Figure 1. Placed cells, one color a class.
Scale bar: 200 um.
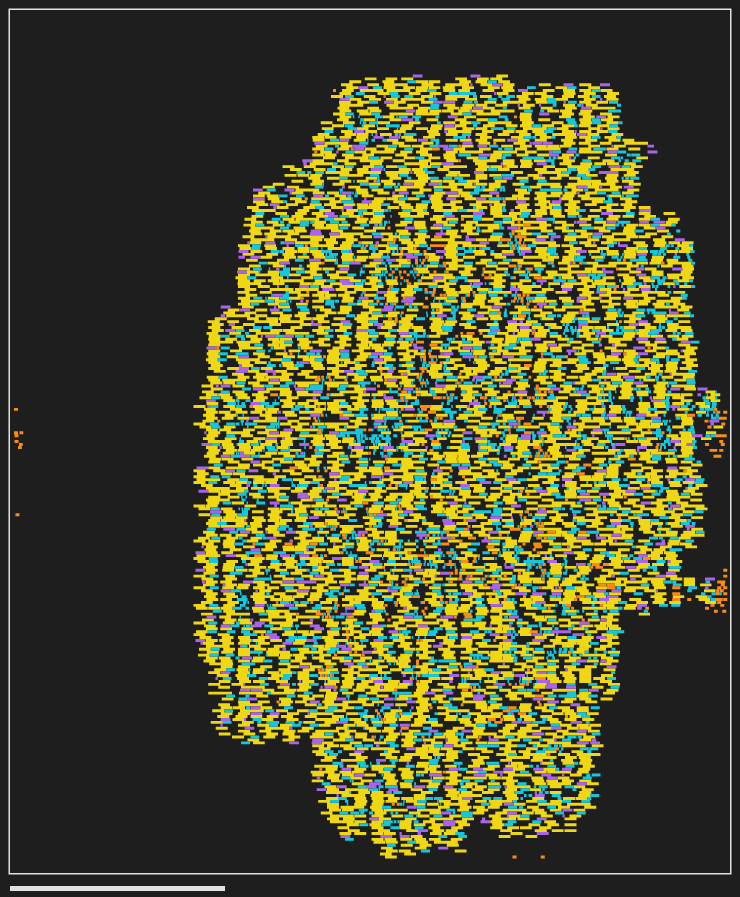
Figure 2. Sequential cells grouped by signal name.
Scale bar: 200 um. Other sequential cells in the stronger gray, the rest of the logic in the fainter gray.
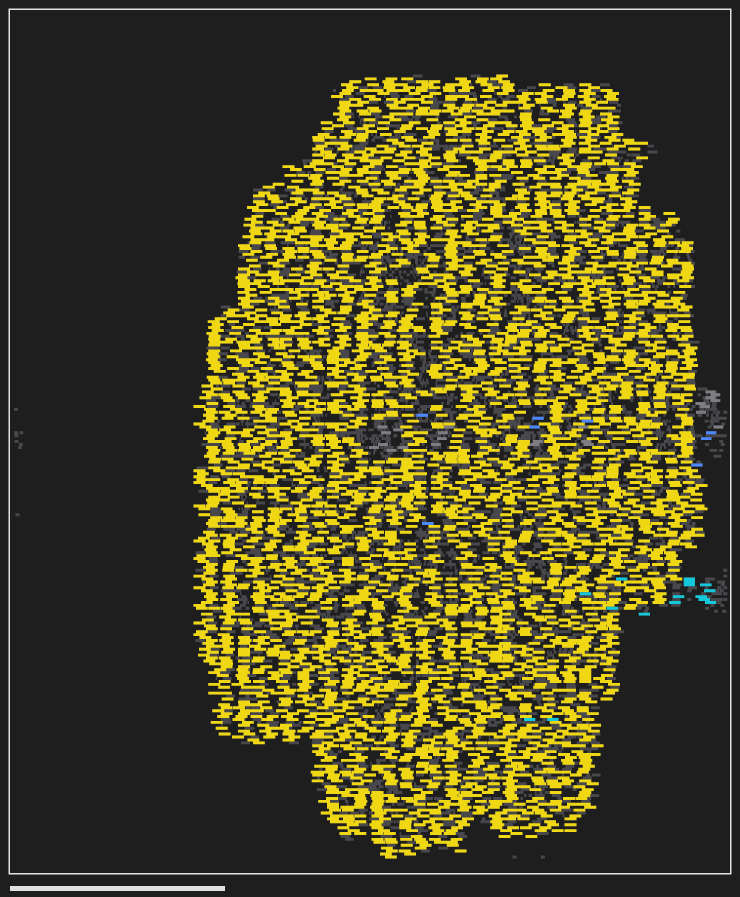
Figure 3. Routed metal, one color a layer.
Scale bar: 200 um. Only two layers are drawn.
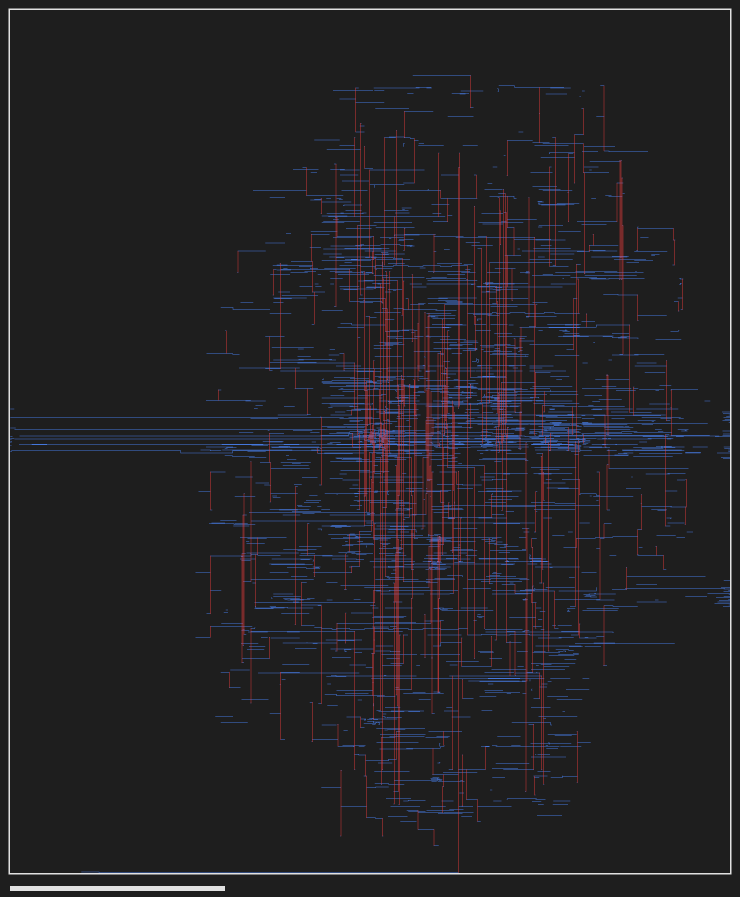
Figure 4. Routing congestion.
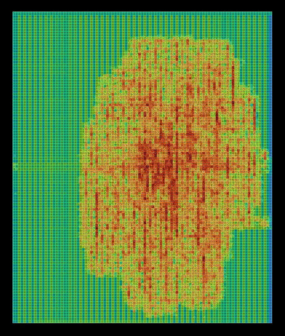
--- config.mk ---
export PLATFORM = sky130hd
export DESIGN_NAME = memory_unit
export DESIGN_NICKNAME = d
export VERILOG_FILES = /design/src/rtl/memory_unit.sv
export SDC_FILE = /design/constraint.sdc
export NUM_CORES = 2
export LEC_CHECK = 0
export CORE_ASPECT_RATIO = 1.2
export CORE_MARGIN = 2
export CORE_UTILIZATION = 30
export CTS_CLUSTER_DIAMETER = 40
export DETAILED_ROUTE_END_ITERATION = 12
export GPL_ROUTABILITY_DRIVEN = 0
export MAX_ROUTING_LAYER = met4
export SLEW_MARGIN = 0
export SYNTH_ARGS = -nofsm -noshare
export SYNTH_HDL_FRONTEND = slang
export SYNTH_SLANG_ARGS = --single-unit
--- constraint.sdc ---
create_clock -name clk -period 4.95 [get_ports clk]
set_clock_uncertainty 0.1 [all_clocks]
set_input_delay 0.495 -clock clk [delete_from_list [all_inputs] [get_ports clk]]
set_output_delay 0.495 -clock clk [all_outputs]
set_load 0.02 [all_outputs]
--- src/rtl/memory_unit.sv ---
// Wait-state memory: accepts one read or write in IDLE, holds it in ACCESS for
// WAIT_CYCLES cycles, commits on the ACCESS->DONE edge, then pulses mfc in DONE.
module memory_unit #(
    parameter int WAIT_CYCLES = 2,
    parameter int ADDR_BITS   = 8
) (
    input  logic        clk,
    input  logic        reset,
    input  logic [15:0] addr,
    input  logic [15:0] mem_data_in,
    input  logic        rd,
    input  logic        wr,
    output logic [15:0] mem_data_out,
    output logic        mfc,
    output logic        busy,
    output logic        req_err
);

    localparam int         DEPTH    = 1 << ADDR_BITS;
    localparam logic [3:0] LAST_CNT = 4'(WAIT_CYCLES - 1);

    typedef enum logic [1:0] {IDLE, ACCESS, DONE} state_t;

    state_t               state;
    state_t               next_state;
    logic [3:0]           wait_cnt;
    logic [ADDR_BITS-1:0] lat_addr;
    logic [15:0]          lat_data;
    logic                 lat_wr;
    logic [15:0]          mem [DEPTH];

    logic accept;
    logic conflict;
    logic finish;
    logic unused_addr_hi;

    assign accept   = (state == IDLE) && (rd ^ wr);
    assign conflict = (state == IDLE) && rd && wr;
    assign finish   = (state == ACCESS) && (wait_cnt == LAST_CNT);

    // Upper address bits alias away; folded into a dummy so they are not flagged unused.
    assign unused_addr_hi = ^(addr >> ADDR_BITS);

    assign mfc  = (state == DONE);
    assign busy = (state != IDLE);

    always_ff @(posedge clk or posedge reset) begin
        if (reset) begin
            state <= IDLE;
        end else begin
            state <= next_state;
        end
    end

    always_comb begin
        next_state = state;
        case (state)
            IDLE:    if (accept) next_state = ACCESS;
            ACCESS:  if (finish) next_state = DONE;
            DONE:    next_state = IDLE;
            default: next_state = IDLE;
        endcase
    end

    // Request latches stay frozen from acceptance until the next IDLE acceptance.
    always_ff @(posedge clk or posedge reset) begin
        if (reset) begin
            wait_cnt     <= 4'd0;
            lat_addr     <= '0;
            lat_data     <= 16'h0000;
            lat_wr       <= 1'b0;
            mem_data_out <= 16'h0000;
            req_err      <= 1'b0;
        end else begin
            req_err <= conflict;
            if (accept) begin
                wait_cnt <= 4'd0;
                lat_addr <= addr[ADDR_BITS-1:0];
                lat_data <= mem_data_in;
                lat_wr   <= wr;
            end else if ((state == ACCESS) && !finish) begin
                wait_cnt <= wait_cnt + 4'd1;
            end
            if (finish && !lat_wr) begin
                mem_data_out <= mem[lat_addr];
            end
        end
    end

    // Storage has no reset so contents survive it; an aborted write never reaches finish.
    always_ff @(posedge clk) begin
        if (finish && lat_wr) begin
            mem[lat_addr] <= lat_data;
        end
    end

endmodule

==> metrics.yaml <==
final_timing:
  fmax_mhz: 221
  setup_viol: 0
  tightestPinTransition_ps: 1540
  drv_slew: 5
  finalSetupTns_ps: 0
yosys:
  logic_family: "multiplexers"
  synthMuxAreaShare: 0.162
  ys_seq_share: 0.779
  async_flop_share: 0.0116
  ys_cells: 7265
  synth_adder_area_share: 0.000157
  ys_warn_count: 0
  synthFlopType: "edfxtp_1"
setup_path:
  path_buffers: 2
  r2r-start: "wait_cnt[1]"
  critPathMaxFanout: 16
  crit_arrival_ps: 5050
  reg2reg_depth: 9
worst_hold_path:
  whs_path_depth: 2
finish:
  seq_cell_count: 4144
  seq_area_um2: 124000
  buf_share: 0.0301
  syn_to_final_growth_pct: 16.9
  logic_gate_count: 2688
  finalNonFillerCells: 15326
  logic_area_um2: 33200
  inv_count: 10
  buffers: 611
  finalNetCount: 7921
pwr:
  p_leak_nw: 58.0
  pwr-share-clk: 0.292
  combPwrFrac: 0.297
  power.net_switching_mw: 36.7
routing:
  first_pass_iters: 5
  drt_iter0_markers: 9616
placed_design:
  dp_cells: 14527
clocking:
  postCtsSetupBuffers: 0
  cts_made_buffers: 428
  cts_tree: "yes"
  cts_buffer_depth: 4
  cts.sinks: 4144
run_status:
  violations: "capacitance limit, slew limit"
  status: "finished with violations"
floorplan:
  initCoreUtil: 0.301
  core_area_um2: 530000
  fp.dieH_um: 803
  die_w_um: 669
global_routing:
  grt_max_degree: 162
flow_run:
  drv_cap: 1
About Figure 1:
[purple] clock drivers and dummy loads | cells: 776
[yellow] registers | cells: 4144
[cyan] remaining logic cells | cells: 2698
[orange] remaining buffers and delay cells | cells: 611

About Figure 2:
[yellow] mem | sequential cells: 4096
[blue] lat_addr | sequential cells: 8
[cyan] lat_data | sequential cells: 16
Seq power: 45.8 mW
final core utilization: 0.352
flop share of the area: 0.667

About Figure 3:
[red] M4 | wire length: 21.4 mm
[blue] M3 | wire length: 34.7 mm
WL per Instance: 28.2 um
Total GRT Usage: 0.161
DR vias: 78.4k
final wirelength: 432 mm

About Figure 4:
GR Layer Usage met1: 0.197
gr busiest metal: met2
GRT met2 Usage: 0.261

[Yosys cell counts, types with 5 or more instances]
| cell type | number | area, um2 |
|---|---|---|
| a2111oi_0 | 7 | 61.3 |
| a211o_1 | 6 | 52.6 |
| a211oi_1 | 38 | 285 |
| a21oi_1 | 48 | 240 |
| a221oi_1 | 10 | 87.6 |
| a22o_1 | 10 | 87.6 |
| a22oi_1 | 114 | 856 |
| a31o_1 | 6 | 52.6 |
| a31oi_1 | 17 | 106 |
| a32o_1 | 17 | 170 |
| a32oi_1 | 66 | 578 |
| a41oi_1 | 8 | 70.1 |
| and2_1 | 8 | 50.1 |
| buf_1 | 40 | 150 |
| buf_2 | 148 | 741 |
| buf_4 | 68 | 510 |
| buf_6 | 18 | 203 |
| clkbuf_1 | 149 | 559 |
| dfrtp_1 | 48 | 1200 |
| edfxtp_1 | 4096 | 123000 |
| inv_1 | 7 | 26.3 |
| mux2_2 | 47 | 529 |
| mux2i_1 | 350 | 3500 |
| mux4_2 | 967 | 21800 |
| nand2_1 | 276 | 1040 |
| nand2b_1 | 7 | 43.8 |
| nand3_1 | 94 | 470 |
| nand4_1 | 5 | 31.3 |
| nor2_1 | 314 | 1180 |
| nor2b_1 | 24 | 150 |
| nor3_1 | 27 | 135 |
| o211ai_1 | 30 | 225 |
| o21ai_0 | 65 | 325 |
| o22a_1 | 5 | 43.8 |
| o22ai_1 | 72 | 450 |
[power groups by stage]
stage / Combinational [mW] / Sequential [mW] / Clock (mW)
global route: 34.7 / 45.9 / 34.4
global placement: 32.8 / 46.4 / 0
finish: 33.2 / 45.8 / 32.6
CTS: 33.5 / 45.8 / 33.1
detailed placement: 33.4 / 46.5 / 0
floorplan: 17.8 / 48.6 / 0
[flip-flops by register name (all words and copies together) (netlist names)]
signal	count
lat_addr	8
lat_wr	1
mem	4096
lat_data	16
wait_cnt	4
req_err	1
mem_data_out	16
state	2
[worst max path at each step]
stage / startpoint / to / slack, ps / cells past startpoint
2_1_floorplan: lat_data[0] / mem[0][0] / 870 / 0
3_3_place_gp: lat_addr[0] / mem_data_out[1] / 480 / 8
3_5_place_dp: wait_cnt[1] / mem[124][2] / 530 / 9
4_1_cts: wait_cnt[1] / mem[124][2] / 490 / 9
5_1_grt: wait_cnt[1] / mem[124][1] / 300 / 9
6_report: wait_cnt[1] / mem[124][2] / 420 / 9
[cell usage in the layout, fill, tap and decap left out, drive strengths merged, types with 5 or more instances in the layout]
master	n
edfxtp	4096
mux4	967
buf	559
clkbuf	500
mux2i	350
nor2	314
nand2	276
clkinv	161
a22oi	114
nand3	94
o22ai	72
a32oi	66
o21ai	66
bufinv	50
a21oi	48
dfrtp	48
mux2	47
clkdlybuf4s50	46
a211oi	38
inv	38
clkinvlp	37
o211ai	30
nor3	27
nor2b	24
diode	17
a31oi	17
a32o	17
a221oi	10
a22o	10
and2	9
a41oi	8
nand2b	7
a2111oi	7
a211o	6
a31o	6
dlygate4sd3	6
o22a	5
nand4	5
[worst reg2reg max path, stage by stage (launching register included)]
cell and delay (ps):
dfrtp_1 420, inv_1 80, ha_1 130, nor3b_1 260, and3b_1 480, nand2_1 310, nor3_1 540, nand2_2 850
nor2_1 680, buf_4 330
Power and IR drop assume default switching activity.
